==> config.mk <==
export PLATFORM = sky130hd
export DESIGN_NAME = shift_add_mult
export DESIGN_NICKNAME = d
export VERILOG_FILES = /design/src/rtl/shift_add_mult.sv
export SDC_FILE = /design/constraint.sdc
export NUM_CORES = 1
export LEC_CHECK = 0
export CORE_MARGIN = 5
export CORE_UTILIZATION = 30
export CTS_BUF_LIST = sky130_fd_sc_hd__clkbuf_4
export DETAILED_ROUTE_END_ITERATION = 10
export GPL_TIMING_DRIVEN = 0
export PLACE_DENSITY_LB_ADDON = 0.12
export REMOVE_ABC_BUFFERS = 1
export SYNTH_ARGS = -nofsm -noshare
export SYNTH_HDL_FRONTEND = slang
export SYNTH_HIERARCHICAL = 1
export SYNTH_SLANG_ARGS = --single-unit
==> constraint.sdc <==
create_clock -name clk -period 5.1 [get_ports clk]
set_clock_uncertainty 0.15 [all_clocks]
set_input_delay 0.765 -clock clk [delete_from_list [all_inputs] [get_ports clk]]
set_output_delay 0.765 -clock clk [all_outputs]
set_load 0.01 [all_outputs]
==> src/rtl/shift_add_mult.sv <==
// Sequential 8x8 unsigned shift-and-add multiplier built on multi_adder.
// Optional: SHIFT_ADD_MULT_ZERO_BYPASS_EN skips RUN for zero operands.

module multi_adder (
    input  logic [7:0] a,
    input  logic [7:0] b,
    input  logic       cin,
    output logic [7:0] sum,
    output logic       c
);
    logic [8:0] cy;

    assign cy[0] = cin;

    genvar i;
    generate
        for (i = 0; i < 8; i++) begin : g_fa
            assign sum[i]  = a[i] ^ b[i] ^ cy[i];
            assign cy[i+1] = (a[i] & b[i]) | (cy[i] & (a[i] ^ b[i]));
        end
    endgenerate

    assign c = cy[8];
endmodule

module shift_add_mult (
    input  logic        clk,
    input  logic        rst,
    input  logic        in_valid,
    output logic        in_ready,
    input  logic [7:0]  a,
    input  logic [7:0]  b,
    output logic        out_valid,
    input  logic        out_ready,
    output logic [15:0] product,
    output logic        busy
);
    localparam logic [1:0] IDLE = 2'd0;
    localparam logic [1:0] RUN  = 2'd1;
    localparam logic [1:0] DONE = 2'd2;

    logic [1:0]  state;
    logic [7:0]  mcand;
    logic [16:0] acc;
    logic [2:0]  cnt;
    logic [7:0]  sum;
    logic        c;
    logic [15:0] step_acc;

    multi_adder u_add (
        .a   (acc[15:8]),
        .b   (mcand),
        .cin (1'b0),
        .sum (sum),
        .c   (c)
    );

    // Carry lands in bit 15 after the shift, so the product never overflows.
    always_comb begin
        step_acc = '0;
        if (acc[0])
            step_acc = {c, sum, acc[7:1]};
        else
            step_acc = acc[16:1];
    end

`ifdef SHIFT_ADD_MULT_ZERO_BYPASS_EN
    logic zero_op;
    assign zero_op = (a == 8'h00) || (b == 8'h00);
`endif

    assign in_ready  = (state == IDLE);
    assign out_valid = (state == DONE);
    assign busy      = (state == RUN);

    always_ff @(posedge clk) begin
        if (rst) begin
            state   <= IDLE;
            mcand   <= '0;
            acc     <= '0;
            cnt     <= '0;
            product <= '0;
        end else begin
            case (state)
                IDLE: begin
                    if (in_valid) begin
                        mcand <= a;
                        acc   <= {9'h000, b};
                        cnt   <= '0;
`ifdef SHIFT_ADD_MULT_ZERO_BYPASS_EN
                        if (zero_op) begin
                            state   <= DONE;
                            product <= '0;
                        end else begin
                            state <= RUN;
                        end
`else
                        state <= RUN;
`endif
                    end
                end
                RUN: begin
                    acc <= {1'b0, step_acc};
                    cnt <= cnt + 3'd1;
                    if (cnt == 3'd7) begin
                        state   <= DONE;
                        product <= step_acc;
                    end
                end
                DONE: begin
                    if (out_ready)
                        state <= IDLE;
                end
                default: state <= IDLE;
            endcase
        end
    end
endmodule

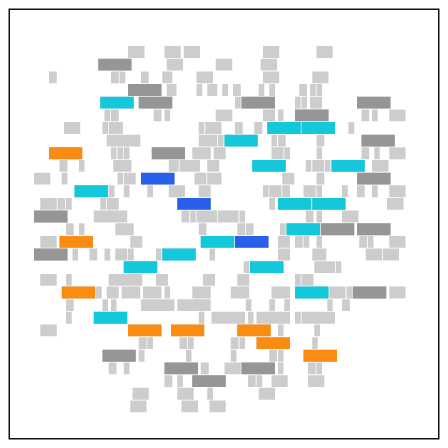
(sequential cells grouped by signal name)
Other sequential cells in the stronger grey, the rest of the logic in the fainter grey.
legend:
  mcand:
    colour: orange
    sequential_cells: 8
  cnt:
    colour: blue
    sequential_cells: 3
  acc:
    colour: cyan
    sequential_cells: 16
not coloured: 18

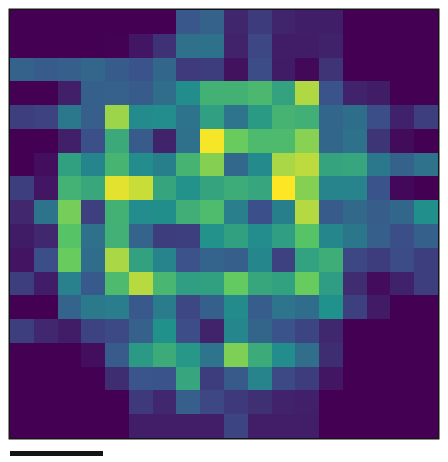
(signal metal coverage by tile)
Bar = 20 um. 18 x 18 tiles, from dark purple (low) to yellow (high), scaled to the fullest tile. Values are wire area over tile area, all layers added.
tiles over half the peak: 21%
densest ninth of the die: middle
emptiest ninth of the die: bottom right
nearly empty tiles: 24%
mean over tiles: 0.083
fullest tile: 0.29

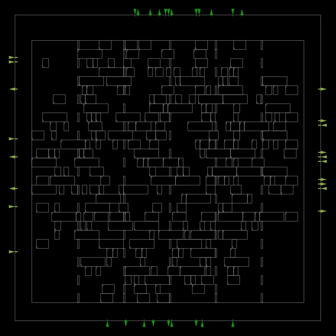
(placed standard cells)
number of placement rows: 29
flop share of the area: 36.9%
final core utilization: 37.8%

==> reports/results.ini <==
[worst_setup_path]
critPathKind=flip-flop to flip-flop
cp.required_ns=5.21
path_depth=15
crit_top_cell=fa_1
max_stage_delay_ns=0.41
start_kind=flip-flop
crit_family=adder cells
r2r_slack_ns=1.03
endpoint=product[14]
worstPathCellList=fa_1 > inv_1 > fa_1 > inv_1 > fa_1 > fa_1 > fa_1 > fa_1 > fa_1 > inv_1 > fa_1 > inv_1 > mux2_2 > nor2_1 > nor3_1

[power]
p_sw_uw=158
maxPowerGroup=registers
p_sw_share_pct=25.9
p_seq_uw=375
p_int_uw=453
powerClk_uw=164
power_uw=611
power_frac_clock_pct=26.8

[clock_network]
cts_setup_buffers=0
hold_buffers=0
post_cts_resized=0
path_clk_slew_ns=0.12
clock_sinks=45
cts_made_buffers=5
insertion_delay_ns=0.34
clk_path_buf_depth=2

[place]
io_buffers=38
dp_hpwl_um=3020

[detailed_routing]
route.top_layer_used=met4
totalWireLength_um=4540
vias_per_cell=4.68
drc=0

[timing]
timing.setup.tns_ns=0
slew_viol_final=0
rsz0062_at_grt=false
worst_pin_slew_ns=0.879
fmax_mhz=246
max_slew_margin_pct=41.4
finalClockPeriodUsage_pct=79.8
final-hold-violation-count=0

[logic_synthesis]
ys_area_um2=2020
synth.most_common_cell=dfxtp_1
synthAdderAreaFrac_pct=9.18
synthXorXnorAreaFrac_pct=0
top_area_cell=dfxtp_1
netlist_logic_family_top=simple AND/OR/NAND/NOR gates
synthAoiAreaFrac_pct=14.8
synth-main-ff-cell=dfxtp_1
yosys_warnings=6
syn_area_per_cell_um2=8.85
common_cells=45 x dfxtp_1, 41 x nand2_1, 32 x nor2_1

[final_layout]
areaGrowthSynthToFinish_pct=20.9
fin_nets=289
n_antenna_cell=0
lay_top_cells=45 x dfxtp_1, 41 x nand2_1, 37 x clkdlybuf4s50_1

[hold_path]
min_from=product[4]
hold_class=flip-flop to flip-flop

[global_route]
grt_max_degree=46
met2_usage_pct=19.2
antenna_found_initial=0
grt_pass1_vias=1643

[status]
status=finished clean

[floorplanning]
die_x_um=92.0
io_pins=39

[job]
drv_cap=0

## cell type report
class / count / area [um2]
timing repair buffer: 38 / 375
multi-input combinational: 158 / 976
sequential: 45 / 901
tap: 77 / 96.3
fill: 709 / 4020
inverter: 11 / 41.3
clock inverter: 1 / 3.75
clock buffer: 6 / 45.0
## per-stage QoR
step	instance area, um2	instances	setup WS [ns]
3_3_place_gp	2390	329	1.02
5_1_grt	2440	336	0.730
4_1_cts	2440	336	0.992
2_1_floorplan	1920	214	1.24
6_report	2440	336	1.03
3_5_place_dp	2390	329	1.03
## logic make-up after synthesis
family          count (synthesis)
simple gates                   91
flops                          45
buf+inv                        25
mux                             9
other cells                     1
fa+ha+maj                      10
compound gates                 47
## registers in the layout, summed over array words and instances (netlist names)
name	cells
state	2
product	16
cnt	3
mcand	8
acc	16
